`config.mk`:
```
export PLATFORM = sky130hd
export DESIGN_NAME = seq_multiplier64
export DESIGN_NICKNAME = d
export VERILOG_FILES = /design/src/rtl/seq_multiplier64.sv
export SDC_FILE = /design/constraint.sdc
export NUM_CORES = 1
export LEC_CHECK = 0
export ABC_AREA = 0
export CAP_MARGIN = 20
export CELL_PAD_IN_SITES_DETAIL_PLACEMENT = 1
export CELL_PAD_IN_SITES_GLOBAL_PLACEMENT = 1
export CORE_AREA = 2 2 188 190
export CTS_CLUSTER_SIZE = 30
export DETAILED_ROUTE_END_ITERATION = 8
export DIE_AREA = 0 0 190 192
export PLACE_DENSITY_LB_ADDON = 0.3
export SLEW_MARGIN = 5
export SYNTH_ARGS = -nofsm -noshare
export SYNTH_HDL_FRONTEND = slang
export SYNTH_SLANG_ARGS = --single-unit
```
`constraint.sdc`:
```
create_clock -name clk -period 14.7 [get_ports clk]
set_input_delay 4.41 -clock clk [delete_from_list [all_inputs] [get_ports clk]]
set_output_delay 4.41 -clock clk [all_outputs]
set_load 0.01 [all_outputs]
```
`src/rtl/seq_multiplier64.sv`:
```
// Multi-cycle shift-add multiplier for the LEGv8 MUL path (one partial product per clock).
// Define HIGH_PRODUCT_EN to add the resultHi port carrying the upper product half for UMULH.
module seq_multiplier64 #(
    parameter int WIDTH = 64,
    parameter int CNT_W = 7
) (
    input  logic             clk,
    input  logic             reset,
    input  logic             start,
    input  logic             cancel,
    input  logic [WIDTH-1:0] A,
    input  logic [WIDTH-1:0] B,
    input  logic [4:0]       destReg,
    output logic             busy,
    output logic             done,
    output logic [WIDTH-1:0] result,
`ifdef HIGH_PRODUCT_EN
    output logic [WIDTH-1:0] resultHi,
`endif
    output logic [4:0]       resultReg,
    output logic             RegWrite
);

    typedef enum logic [1:0] {IDLE, RUN, DONE} stateT;

    stateT              state;
    logic [WIDTH-1:0]   mcand;
    logic [2*WIDTH-1:0] acc;
    logic [CNT_W-1:0]   cnt;
    logic [WIDTH:0]     addend;
    logic [WIDTH:0]     sum;
    logic [2*WIDTH-1:0] nextAcc;
    logic               lastIter;

    // One shift-add step; the add keeps its carry so the shifted accumulator never loses a bit.
    always_comb begin
        addend   = acc[0] ? {1'b0, mcand} : '0;
        sum      = {1'b0, acc[2*WIDTH-1:WIDTH]} + addend;
        nextAcc  = {sum, acc[WIDTH-1:1]};
        lastIter = (cnt == CNT_W'(WIDTH - 1));
    end

    assign busy = (state != IDLE);

    always_ff @(posedge clk or posedge reset) begin
        if (reset) begin
            state     <= IDLE;
            mcand     <= '0;
            acc       <= '0;
            cnt       <= '0;
            done      <= 1'b0;
            RegWrite  <= 1'b0;
            result    <= '0;
            resultReg <= '0;
`ifdef HIGH_PRODUCT_EN
            resultHi  <= '0;
`endif
        end else begin
            done     <= 1'b0;
            RegWrite <= 1'b0;
            case (state)
                IDLE: begin
                    if (start && !cancel) begin
                        mcand     <= A;
                        acc       <= {{WIDTH{1'b0}}, B};
                        resultReg <= destReg;
                        cnt       <= '0;
                        state     <= RUN;
                    end
                end
                RUN: begin
                    if (cancel) begin
                        acc   <= '0;
                        cnt   <= '0;
                        state <= IDLE;
                    end else begin
                        acc <= nextAcc;
                        cnt <= cnt + 1'b1;
                        if (lastIter) begin
                            result   <= nextAcc[WIDTH-1:0];
`ifdef HIGH_PRODUCT_EN
                            resultHi <= nextAcc[2*WIDTH-1:WIDTH];
`endif
                            done     <= 1'b1;
                            // XZR writes are dropped but the completion still pulses done.
                            RegWrite <= (resultReg != 5'd31);
                            state    <= DONE;
                        end
                    end
                end
                DONE: begin
                    state <= IDLE;
                end
                default: begin
                    state <= IDLE;
                end
            endcase
        end
    end

endmodule

```
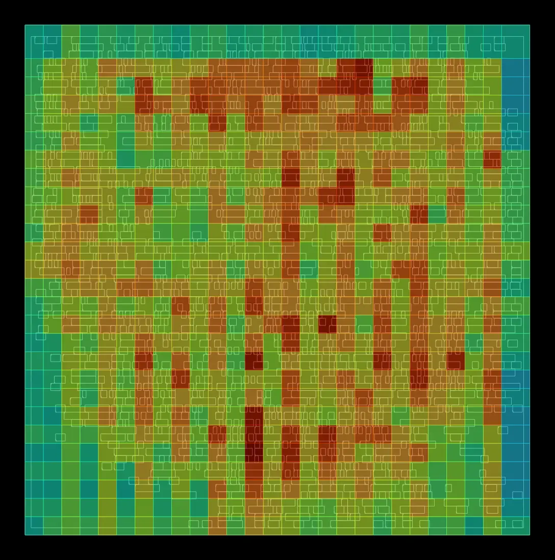
*Routing congestion map, run 1*
GRT met1 Usage: 30.18%
met2 Use GR: 38.67%
WL per Instance: 19.00 um

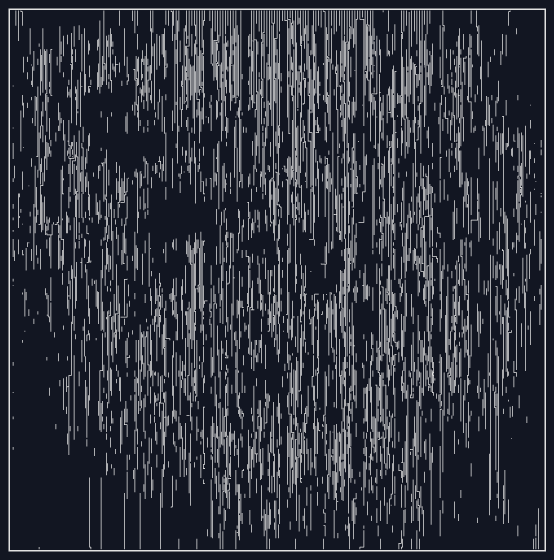
*The metal 2 layer, run 1*
The longest straight run is 87.0 um. The wires run mostly vertical. The layer holds 49% of the routed length.
Post-Route WL: 40730 um
via count: 11860

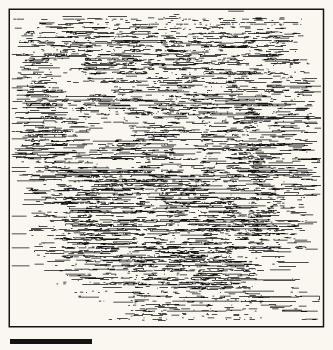
*The metal 1 layer, run 1*
The bar under the picture is 50 um long.
The layer holds 45% of the routed length. The longest straight run is 58.0 um. 1746 nets have wire on it. The wires run mostly horizontal. The layer carries 18200 um of wire.

==> results_slide.txt, run 1 <==
Physical Implementation Snapshot

Status
  – Status: finished clean

Clocking
  – CTS Hold Bufs: 0
  – CTS Sinks: 272
  – Clock latency on the worst-skew pair: 0.58 ns
  – Clock root buffer: clkbuf_16
  – CTS tree: done
  – Resize count post-CTS: 0
  – Clk buf depth: 3
  – H-tree depth: 1

Cells and area
  – Final non-filler cell area: 17820 sq um
  – Most common logic cell in the routed design: nand2_1
  – Total Nets Final: 1866
  – Final core utilization: 51.99%
  – Synth-to-layout area growth: 24.93%
  – FILL cells: roughly 3800
  – Fraction of layout instances using a drive strength above 1: 9.064%
  – Final cell count without fillers: 2144

Power and ir drop
  – Net switching power: 649.0 uW
  – Internal: 1574 uW
  – Sequential Power Share: 41.8%
  – Sw Share: 29.19%
  – Power share of the clock group: roughly 38%
  – Seq group: 929 uW
  – PD cells: ~120 nW/um^2
  – Clock Power: 834 uW
  – Combinational Power Share: 20.7%
  – Comb pwr: around 460 uW
  – Max VDD drop: 0.09895 mV
  – Pwr top: sequential cells

Setup path
  – Critical-path cell list: clkdlybuf4s50_1 > nor4b_2 > buf_4 > buf_4 > mux2_2
  – Startpoint types: input port
  – Worst-path fanout max: 75
  – CP Buf/Inv Count: 3
  – Crit end category: flip-flop
  – Slowest stage delay, CP: between 0.7 and 0.8 ns
  – Slowest CP cell: buf_4
  – Arr. time, crit path: 7.02 ns
  – CP Class: in -> reg
  – Req. time, crit path: approximately 15 ns

Placed design
  – Placed instance area: ~17000 sq um
  – Placed cells: 2084
  – Placer Congestion: between 0.8 and 0.9
  – # port buffers: between 200 and 250
  – Final HPWL DP: 28030 um

Final timing
  – Upper clock frequency limit: 152.5 MHz
  – RSZ-0062 raised after global routing: false
  – Final critical-path required period: 6.557 ns
  – WHS: approximately 0.46 ns
  – Rel. slew slack: 31.89%
  – Hold Violations, Final: 0
  – Clk_skew: 0.01078 ns
  – Setup TNS: 0 ns
  – Cycle use final: 44.60%
  – Worst-margin pin slew: 1.022 ns

Synth
  – Top cells by area: dfrtp_1 48%, nand2_1 8.2%, ha_1 5.7%
  – Synthesis warning total: 0
  – Seq share, synth: a little under half
  – Share of synthesized registers carrying an async set or reset: 100.0%
  – Synth Area in XOR/XNOR: under 10%
  – Post-synthesis instance total: between 1000 and 1500
  – Most frequent cell after synthesis: nand2_1
  – Mux area share: 5.516%
  – Main synth FF type: dfrtp_1
  – Synthesized area per cell: 9.531 sq um
  – Post-synth EDFFs: 0
  – And+or+nand+nor area frac: 16.04%
  – Top cells by count: 310 x nand2_1, 272 x dfrtp_1, 107 x o21ai_0
  – Post-synth top area cell: dfrtp_1
  – Yosys synthesis chip area: 14270 sq um
  – Flops & latches, synth: 272
  – Area leader share: 47.71%
  – Top comb family, area: AND-OR/OR-AND gates

Floorplan
  – CORE AREA: 34290 sq um
  – Die width: 190 um
  – Site row count: 68
  – I/O pins: 209
  – Die Y: around 190 um

Flow run
  – OpenROAD warning count: 28

GRT
  – Initial antenna violation count: 2
  – GRT Total Usage: 22.81%
  – Number of global-route vias before repair: 12950
  – Pin count of the biggest net entering global routing: 127
  – Gr ovfl total: 0

Drt
  – Initial DRC Count: 797
  – DR pass1 iterations: 8
  – Vias per cell: 5.530
  – # DRC: 0
## run 1: stage by stage
step | total power, uW | setup slack, ns
6_report | 2223 | 8.143
5_1_grt | 2345 | 7.933
4_1_cts | 2246 | 8.128
3_3_place_gp | 1375 | 7.569
2_1_floorplan | 1243 | 2.795
3_5_place_dp | 1400 | 7.528
## run 1: area by class of cell
| cell class | instances | area [sq um] | area share (%) |
|---|---|---|---|
| inverter | 82 | 315.3 | 1.769 |
| multi-input combinational | 1056 | 6835 | 38.35 |
| clock inverter | 17 | 250.2 | 1.404 |
| timing repair buffer | 220 | 2192 | 12.30 |
| antenna | 1 | 2.502 | 0.01404 |
| sequential | 272 | 6807 | 38.19 |
| clock buffer | 41 | 853.3 | 4.787 |
| tap | 455 | 569.3 | 3.194 |
## run 1: metal layers
metal  wire length (um)  GRT usage (%)  part of all wire, %
met5                 13              0                0.032
met4               1093          7.305                  2.7
met1              18250          30.18                   45
met3               1599          3.198                  3.9
met2              19780          38.67                   49
## run 1: sequential cells by signal, indices dropped and copies added (netlist names)
signal and cells:
state 2, mcand 64, acc 128, cnt 7, RegWrite 1, done 1
result 64, resultReg 5
## run 1: worst min-delay path, stage by stage (launching register included)
cell	delay, ns
dfrtp_1	0.34
nand2_1	0.05
nand2_1	0.05
## run 1: path summary, 6_finish.rpt
check / cells after the start / end / slack [ns] / startpoint
worst max-delay path: 5 / mcand[16] / 8.14 / cancel
worst min register to register: 2 / result[52] / 0.46 / result[52]
worst min-delay path: 2 / result[52] / 0.46 / result[52]
min in group asynchronous: 2 / result[4] / 4.42 / reset
max in group asynchronous: 3 / result[17] / 8.73 / reset
worst max register to register: 15 / acc[123] / 9.80 / acc[0]
==> inputs of run 2 (changes only) <==
--- a/config.mk
+++ b/config.mk
@@ -9,10 +9,10 @@
 export CAP_MARGIN = 20
 export CELL_PAD_IN_SITES_DETAIL_PLACEMENT = 1
 export CELL_PAD_IN_SITES_GLOBAL_PLACEMENT = 1
-export CORE_AREA = 2 2 188 190
+export CORE_AREA = 2 2 197 199
 export CTS_CLUSTER_SIZE = 30
 export DETAILED_ROUTE_END_ITERATION = 8
-export DIE_AREA = 0 0 190 192
+export DIE_AREA = 0 0 199 201
 export PLACE_DENSITY_LB_ADDON = 0.3
 export SLEW_MARGIN = 5
 export SYNTH_ARGS = -nofsm -noshare
==> constraint.sdc (replaced) <==
create_clock -name clk -period 5.3 [get_ports clk]
set_input_delay 1.59 -clock clk [delete_from_list [all_inputs] [get_ports clk]]
set_output_delay 1.59 -clock clk [all_outputs]
set_load 0.01 [all_outputs]
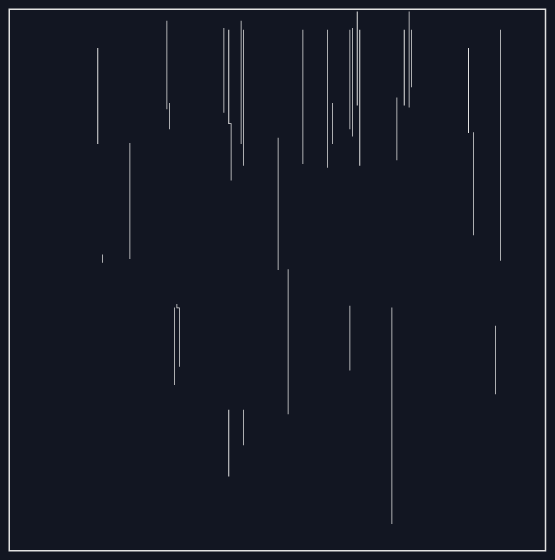
*Signal wires on met4, run 2*
23 nets have wire on it. The layer carries 1170 um of wire. The wires run mostly vertical.
Post-Route WL: 41820 um
via count: 11860

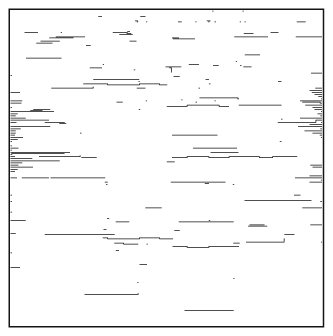
*The metal 3 layer, run 2*
127 nets have wire on it. The layer holds 4.2% of the routed length. The wires run mostly horizontal.
global-route met3 utilization: 4.015%

==> results_slide.txt, run 2 <==
Physical Implementation Snapshot

Drt
  – Initial DRC Count: 661 (-17%)
  – Vias per cell: 5.346 (-3.3%)
  – WL per Instance: 18.84 um (-0.80%)

Setup path
  – Req. time, crit path: 5.69 ns (-9.47 ns)
  – Slowest CP cell: a311oi_2
  – FF-to-FF Start: acc[0]
  – Worst-path fanout max: 36 (-52%)
  – Slowest stage delay, CP: 0.59 ns (-0.15 ns)
  – FF-to-FF path depth: 13 (-2)
  – Critical-path cell list: buf_4 > and2_1 > ha_1 > a21o_1 > a21oi_1 > nand2_1 > a21oi_1 > o21ai_0 > a311oi_2 > o21ai_1 > a221oi_2 > xor2_1 > o21ai_0
  – Arr. time, crit path: 4.46 ns (-2.56 ns)
  – Startpoint types: flip-flop
  – Worst setup path startpoint: acc[0]
  – CP Buf/Inv Count: 1 (-2)
  – CP Class: reg -> reg

Synth
  – Seq share, synth: 47.71% (unchanged)
  – Area leader share: 47.71% (unchanged)
  – And+or+nand+nor area frac: 16.04% (unchanged)
  – Top comb family, area: AND-OR/OR-AND gates
  – Post-synth top area cell: dfrtp_1
  – Yosys synthesis chip area: 14270 sq um (unchanged)
  – Synthesized area per cell: 9.531 sq um (unchanged)
  – Post-synthesis instance total: 1497 (unchanged)
  – Top cells by count: 310 x nand2_1, 272 x dfrtp_1, 107 x o21ai_0
  – Synth Area in XOR/XNOR: 3.560% (unchanged)
  – Flops & latches, synth: 272 (unchanged)
  – Most frequent cell after synthesis: nand2_1
  – Synthesis warning total: 0 (unchanged)

Final timing
  – Worst-margin pin slew: 0.8850 ns (-0.1366 ns)
  – Final critical-path required period: 4.065 ns
  – Clk_skew: 0.01875 ns (+0.007969 ns)
  – RSZ-0062 raised after global routing: false
  – Hold Violations, Final: 0 (unchanged)
  – Rel. slew slack: 40.88% (+9.0 points)
  – Upper clock frequency limit: 246.0 MHz
  – Cycle use final: 76.70%

Clocking
  – CTS Sinks: 272 (unchanged)
  – Clk buf depth: 3 (unchanged)
  – CTS tree: done
  – H-tree depth: 2 (+1)
  – Clock latency on the worst-skew pair: 0.54 ns (-0.04 ns)
  – Clock root buffer: clkbuf_16

Floorplan
  – Site row count: 72 (+5.9%)
  – Die width: 199 um (+4.7%)
  – Die Y: 201 um (+4.7%)
  – CORE AREA: 38110 sq um (+11%)
  – I/O pins: 209 (unchanged)

Cells and area
  – Largest regs: acc x128, mcand x64, result x64
  – Synth-to-layout area growth: 26.87%
  – Fraction of layout instances using a drive strength above 1: 9.717% (+0.65 points)
  – Total Nets Final: 1877 (+0.59%)
  – Max FFs per register: 128 (unchanged)
  – Most common logic cell in the routed design: nand2_1
  – Final non-filler cell area: 18100 sq um (+1.6%)
  – Most flop-heavy register: acc

Power and ir drop
  – Net switching power: 1876 uW (+190%)
  – Sequential Power Share: 40.5% (-1.3 points)
  – Power share of the clock group: 38.9% (+1.4 points)
  – Internal: 4466 uW (+180%)
  – Sw Share: 29.58% (+0.39 points)
  – Combinational Power Share: 20.5% (-0.2 points)
  – PD cells: 350.4 nW/um^2 (+180%)

Placed design
  – Final HPWL DP: 29150 um (+4.0%)
  – Placer Congestion: 0.8527 (-0.95%)
  – # port buffers: 208 (unchanged)

GRT
  – GRT met1 Usage: 28.89% (-1.3 points)
  – Gr ovfl total: 0 (unchanged)
  – Initial antenna violation count: 4 (+2)
  – GRT Total Usage: 21.42% (-1.4 points)
  – Met2 Use GR: 34.65% (-4.0 points)
  – Number of global-route vias before repair: 12780 (-1.3%)
  – Busiest grt layer: met2

Status
  – Status: finished clean

Flow run
  – OpenROAD warning count: 28 (unchanged)
[run 2: worst min-delay path by stage]
stage / from / endpoint / slack, ns / cells after the start
global route: result[16] / result[16] / 0.49 / 2
finish: result[16] / result[16] / 0.46 / 2
global placement: result[18] / result[18] / 0.45 / 2
floorplan: acc[101] / acc[101] / 0.46 / 2
detailed placement: result[16] / result[16] / 0.46 / 2
CTS: result[16] / result[16] / 0.47 / 2
[run 2: logic make-up after synthesis]
group / count (synthesis)
simple gates: 511
compound gates: 351
mux: 70
buf+inv: 169
flops: 272
xor+xnor: 58
fa+ha+maj: 66
[run 2: power groups by stage]
stage | registers (uW) | clock network [uW] | logic, uW
2_1_floorplan | 2530 | 0 | 918
3_3_place_gp | 2590 | 0 | 1260
3_5_place_dp | 2600 | 0 | 1300
4_1_cts | 2570 | 2540 | 1310
5_1_grt | 2610 | 2620 | 1450
6_report | 2570 | 2470 | 1300
[run 2: cell type report]
cell class	instances	area [sq um]
Timing Repair Buffer	227	2300
Clock buffer	47	991.0
Inverter	82	311.5
Sequential cell	272	6807
Fill cell	4291	20010
Clock inverter	14	198.9
Multi-Input combinational cell	1056	6838
Tap cell	518	648.1
Antenna cell	3	7.507
[run 2: through the flow]
step	worst slack, ns	power, uW	std cells	utilization (%)	hold WS [ns]
3_5_place_dp	1.321	3908	2155	44.36	0.4555
4_1_cts	1.286	6426	2216	47.48	0.4674
5_1_grt	0.9282	6685	2219	47.50	0.4851
6_report	1.235	6343	2219	47.50	0.4614
3_3_place_gp	1.357	3852	2155	44.36	0.4507
2_1_floorplan	0.1146	3450	1497	-	0.4563
[run 2: metal layers]
layer / up-vias / wire (um)
li1: 5613 / -
met1: 5939 / 19060
met2: 235 / 19840
met3: 74 / 1741
met4: 2 / 1168
met5: - / 11
No activity file was given, so power comes from the tool's default toggle rates.
